**src/rtl/pause_quanta_timer_tx.sv**
```systemverilog
// Turns 802.3x pause quanta into a TX hold window applied only at frame boundaries.
// Latency: accept -> tx_pause on the next edge; always ready, never backpressures.
module pause_quanta_timer_tx #(
    parameter int CYCLES_PER_QUANTA = 8,
    parameter int CNT_WIDTH         = 32
) (
    input  logic                 clk,
    input  logic                 reset,
    input  logic                 in_valid,
    input  logic [15:0]          in_data,
    output logic                 in_ready,
    input  logic                 tx_frame_active,
    input  logic                 cfg_pause_ignore,
    output logic                 tx_pause,
    output logic                 tx_pause_pending,
    output logic [15:0]          pause_remaining,
    output logic [CNT_WIDTH-1:0] pause_frame_count
);

    localparam int SUB_W = (CYCLES_PER_QUANTA > 1) ? $clog2(CYCLES_PER_QUANTA) : 1;
    localparam logic [SUB_W-1:0] SUB_RELOAD = SUB_W'(CYCLES_PER_QUANTA - 1);

    typedef enum logic [1:0] {
        IDLE,
        WAIT_EOF,
        PAUSED
    } state_t;

    state_t           state_q, state_d;
    logic [15:0]      quanta_q, quanta_d;
    logic [SUB_W-1:0] sub_q, sub_d;
    logic             accept;
    logic             q_zero;

    assign accept = in_valid && in_ready;
    assign q_zero = (in_data == 16'd0);

    // quanta_cnt is kept at zero whenever the next state is IDLE so it can
    // feed pause_remaining directly.
    always_comb begin
        state_d  = state_q;
        quanta_d = quanta_q;
        sub_d    = sub_q;
        if (cfg_pause_ignore) begin
            state_d  = IDLE;
            quanta_d = 16'd0;
            sub_d    = '0;
        end else begin
            case (state_q)
                IDLE: begin
                    if (accept && !q_zero) begin
                        quanta_d = in_data;
                        sub_d    = SUB_RELOAD;
                        state_d  = tx_frame_active ? WAIT_EOF : PAUSED;
                    end
                end
                WAIT_EOF: begin
                    if (accept) begin
                        quanta_d = in_data;
                    end
                    if (accept && q_zero) begin
                        state_d  = IDLE;
                        quanta_d = 16'd0;
                        sub_d    = '0;
                    end else if (!tx_frame_active) begin
                        state_d = PAUSED;
                        sub_d   = SUB_RELOAD;
                    end
                end
                PAUSED: begin
                    // A fresh pause word always wins over expiry in the same cycle.
                    if (accept) begin
                        if (q_zero) begin
                            state_d  = IDLE;
                            quanta_d = 16'd0;
                            sub_d    = '0;
                        end else begin
                            quanta_d = in_data;
                            sub_d    = SUB_RELOAD;
                        end
                    end else if (sub_q == '0) begin
                        if (quanta_q == 16'd1) begin
                            state_d  = IDLE;
                            quanta_d = 16'd0;
                            sub_d    = '0;
                        end else begin
                            quanta_d = quanta_q - 16'd1;
                            sub_d    = SUB_RELOAD;
                        end
                    end else begin
                        sub_d = sub_q - 1'b1;
                    end
                end
                default: begin
                    state_d  = IDLE;
                    quanta_d = 16'd0;
                    sub_d    = '0;
                end
            endcase
        end
    end

    always_ff @(posedge clk or posedge reset) begin
        if (reset) begin
            state_q  <= IDLE;
            quanta_q <= 16'd0;
            sub_q    <= '0;
        end else begin
            state_q  <= state_d;
            quanta_q <= quanta_d;
            sub_q    <= sub_d;
        end
    end

    // Outputs are registered copies of the next-state decode.
    always_ff @(posedge clk or posedge reset) begin
        if (reset) begin
            in_ready         <= 1'b0;
            tx_pause         <= 1'b0;
            tx_pause_pending <= 1'b0;
            pause_remaining  <= 16'd0;
        end else begin
            in_ready         <= 1'b1;
            tx_pause         <= (state_d == PAUSED);
            tx_pause_pending <= (state_d == WAIT_EOF);
            pause_remaining  <= quanta_d;
        end
    end

    always_ff @(posedge clk or posedge reset) begin
        if (reset) begin
            pause_frame_count <= '0;
        end else if (accept && (pause_frame_count != {CNT_WIDTH{1'b1}})) begin
            pause_frame_count <= pause_frame_count + 1'b1;
        end
    end

endmodule
```
**config.mk**
```make
export PLATFORM = sky130hd
export DESIGN_NAME = pause_quanta_timer_tx
export DESIGN_NICKNAME = d
export VERILOG_FILES = /design/src/rtl/pause_quanta_timer_tx.sv
export SDC_FILE = /design/constraint.sdc
export NUM_CORES = 1
export LEC_CHECK = 0
export ABC_AREA = 1
export CAP_MARGIN = 30
export CORE_ASPECT_RATIO = 0.75
export CORE_MARGIN = 4
export CORE_UTILIZATION = 53
export CTS_CLUSTER_DIAMETER = 30
export DETAILED_ROUTE_END_ITERATION = 8
export HOLD_SLACK_MARGIN = 0.05
export PLACE_DENSITY_LB_ADDON = 0.05
export SLEW_MARGIN = 40
export SYNTH_ARGS = -nofsm -noshare
export SYNTH_HDL_FRONTEND = slang
export SYNTH_SLANG_ARGS = --single-unit
```
**constraint.sdc**
```tcl
create_clock -name clk -period 1.8 [get_ports clk]
set_input_delay 0.18 -clock clk [delete_from_list [all_inputs] [get_ports clk]]
set_output_delay 0.18 -clock clk [all_outputs]
set_load 0.03 [all_outputs]
```
==> run_results.csv <==
group,metric,value,unit
outcome,status,"finished clean",
timing,setup_slack,56.0,ps
clock_network,cts_tree,"yes",
critical_path,worst_r2r_path_depth,8,
finish,antenna_cells_inserted,0,
finish,dominant-cell-class,"multi-input combinational cells",
power_and_ir_drop,pg_comb,1.50,mW
finish,fillers,582,
floorplan,core_util_floorplan,0.551,
floorplan,fp.dieH,81.2,um
finish,area_delta_synth_final,32.7,%
flow_run,maxCapViolations,0,
finish,drive_gt1_frac,0.141,
global_route,grt_pass1_vias,3639,
power_and_ir_drop,clkPwrFrac,0.187,
synthesis,yosysCellCount,555,
routing,wl_met3,874,um
floorplan,coreArea,6860,sq um
floorplan,nWellTaps,98,
synthesis,xor_share,0.0668,
critical_path,critical_path_class,"register to primary output",
finish,seq_share,0.280,
finish,flop-count,56,
critical_path,cp_data_required_time,1620,ps
placed_design,gp_congestion,0.919,
synthesis,edf_count,0,
power_and_ir_drop,intPower,2.29,mW
critical_path,startpoint,"pause_frame_count[19]",
critical_path,crit_chain,"clkdlybuf4s50_1",
clock_network,cts.sinks,56,
synthesis,ys_sh_simple,0.437,
critical_path,worst_setup_path_end_kind,"primary output",
critical_path,r2r-end,"pause_frame_count[22]",
synthesis,logic_family,"simple AND/OR/NAND/NOR gates",
timing,slew_violations,0,
critical_path,cp_slowest_cell,"clkdlybuf4s50_1",
power_and_ir_drop,power,3.78,mW
synthesis,floorplan.nets,581,
global_route,grt-ovfl-total,0,
clock_network,insertion_delay,310,ps
synthesis,synthTopCellsByCount,"nand2_1 (228), nor2_1 (75), dfrtp_1 (56)",
routing,m1WireLength,5320,um
power_and_ir_drop,ir_worst_vdd,508,uV
timing,tns,0,ps
clock_network,cts-resized-gates,0,
finish,n_all_inverters,48,
global_route,use_met1,0.386,
synthesis,synth.avg_cell_area,6.82,sq um
critical_path,critPathCapture,"pause_frame_count[19]",
critical_path,crit_path_max_fanout,6,
finish,largest_register_ffs,32,
placed_design,io_buffers,71,
synthesis,netlist_area,3780,sq um
power_and_ir_drop,powerClk,707,uW
global_route,grt_max_degree,49,
critical_path,crit_arrival,1560,ps
power_and_ir_drop,power_frac_comb,0.397,
floorplan,ios,72,
synthesis,async_flop_share,1.00,
clock_network,ctsHtreeMaxLevel,2,
routing,route.met2.wl,4740,um
finish,logic_gate_count,444,
clock_network,holdBufCountCts,0,
finish,fin_area,5020,sq um
critical_path,rrSetupSlack,70,ps
finish,fin_nets,692,
timing,hold_violations,0,
min_path,hold_path.class,"input pin to async pin",
critical_path,cp-start-kind,"register",
placed_design,placedCellCount,749,
synthesis,synth_top_area_share,0.370,
power_and_ir_drop,seq_power_share,0.415,
clock_network,path_clk_slew,100,ps
timing,timing.fmax,0.573,GHz
finish,nClkBuffers,7,
synthesis,synth_cells,555,
power_and_ir_drop,top_power_group,"sequential cells",
routing,drc,0,
synthesis,yosysWarnings,0,
clock_network,clockBufferDepth,2,
power_and_ir_drop,power_density,752,nW/um^2
finish,regArea,1410,sq um
timing,clock_skew,9.38,ps
routing,via_per_inst,5.17,
timing,min_period_over_period,0.969,
power_and_ir_drop,p_switching,1.48,mW
finish,final-nonclk-buf-share,0.207,
routing,routed.top_layer,"met4",
synthesis,ys.flops,56,
global_route,antenna_found_initial,0,
power_and_ir_drop,swShare,0.392,
critical_path,path_buffers,1,
synthesis,ys_sh_adder,0.0165,
placed_design,detailed_place.area,4810,sq um
critical_path,r2r_start,"pause_frame_count[2]",
floorplan,die-area,8570,sq um
timing,hold_ws,86.3,ps
synthesis,synth.area.top_cells,"dfrtp_1 (37%), nand2_1 (23%), nor2_1 (7.4%), xor2_1 (5.1%), nand3_1 (4.8%)",
routing,drt_iter0_drc,304,
finish,top_regs,"pause_frame_count (32), pause_remaining (16), sub_q (3)",
critical_path,critical_path_depth,1,
clock_network,cts_buffers,5,
routing,antenna_left,0,
flow_run,warning_count,28,
floorplan,die_w,106,um
synthesis,most_common_cell,"nand2_1",
floorplan,rows,26,
synthesis,synth-main-ff-cell,"dfrtp_1",
timing,fin_crit,1740,ps
critical_path,cpPeakStageDelay,730,ps
finish,clk_share,0.0169,
placed_design,pre_cts_ws,-68.8,ps
synthesis,yosys.area_share.aoi,0.0420,
synthesis,synth_top_cell_by_area,"dfrtp_1",
critical_path,crit_family,"buffers and inverters",
synthesis,yosysChipArea,3780,sq um
synthesis,ys_types,38,
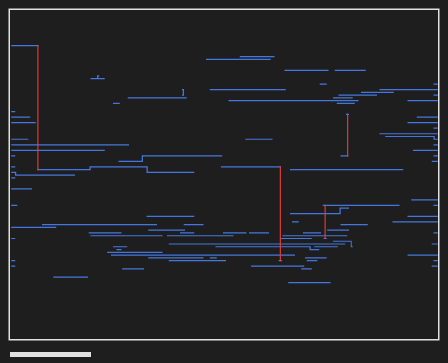
*Signal wires by layer*
Bar = 20 um. Only two layers are drawn.
Blue stands for M3, wire length 874 um. Red stands for M4, wire length 72.1 um.
wire per inst: 14.4 um
Total Routing Usage GR: 0.258
total number of vias: 3,952
drt total wl: 11,000 um

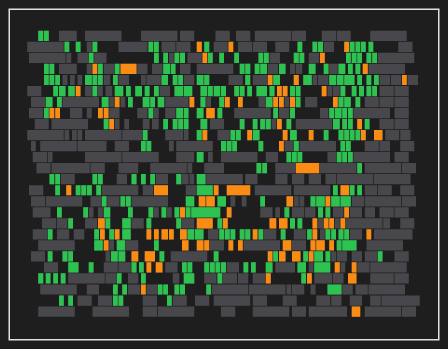
*Selected gate families*
Orange stands for nor cells, cells 95. Green stands for nand cells, cells 287, where all over the die.
Top cell excl fill/tap: nand2_1
Final Non-Filler Cells: 765
logic share of the area: 0.435

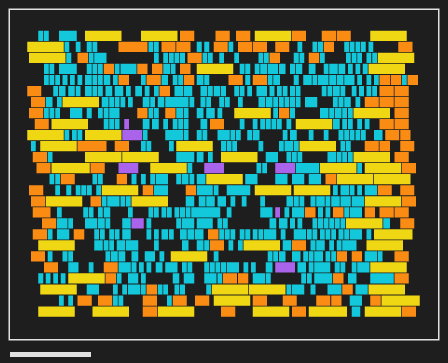
*Cell classes on the final placement*
Bar = 20 um.
Purple stands for clock drivers and dummy loads, cells 8. Yellow stands for sequential cells, cells 56. Cyan stands for remaining logic cells, cells 492. Orange stands for remaining buffers and delay cells, cells 111.

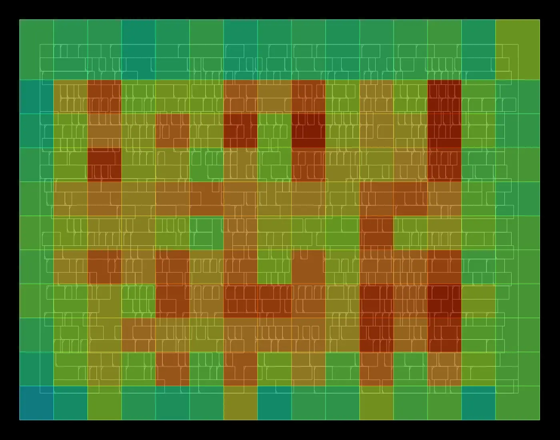
*Routing congestion*
met2 Usage GRT: 0.393
busiest grt layer: met2
Util after Layout: 0.731
global routing usage on met3: 0.0532

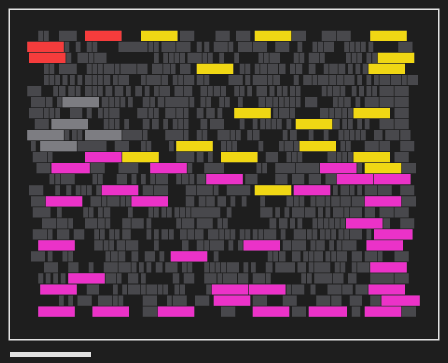
*Sequential cells grouped by signal name*
Bar = 20 um.
Yellow stands for pause_remaining, sequential cells 16. Red stands for sub_q, sequential cells 3. Magenta stands for pause_frame_count, sequential cells 32.

Power and IR drop assume default switching activity.
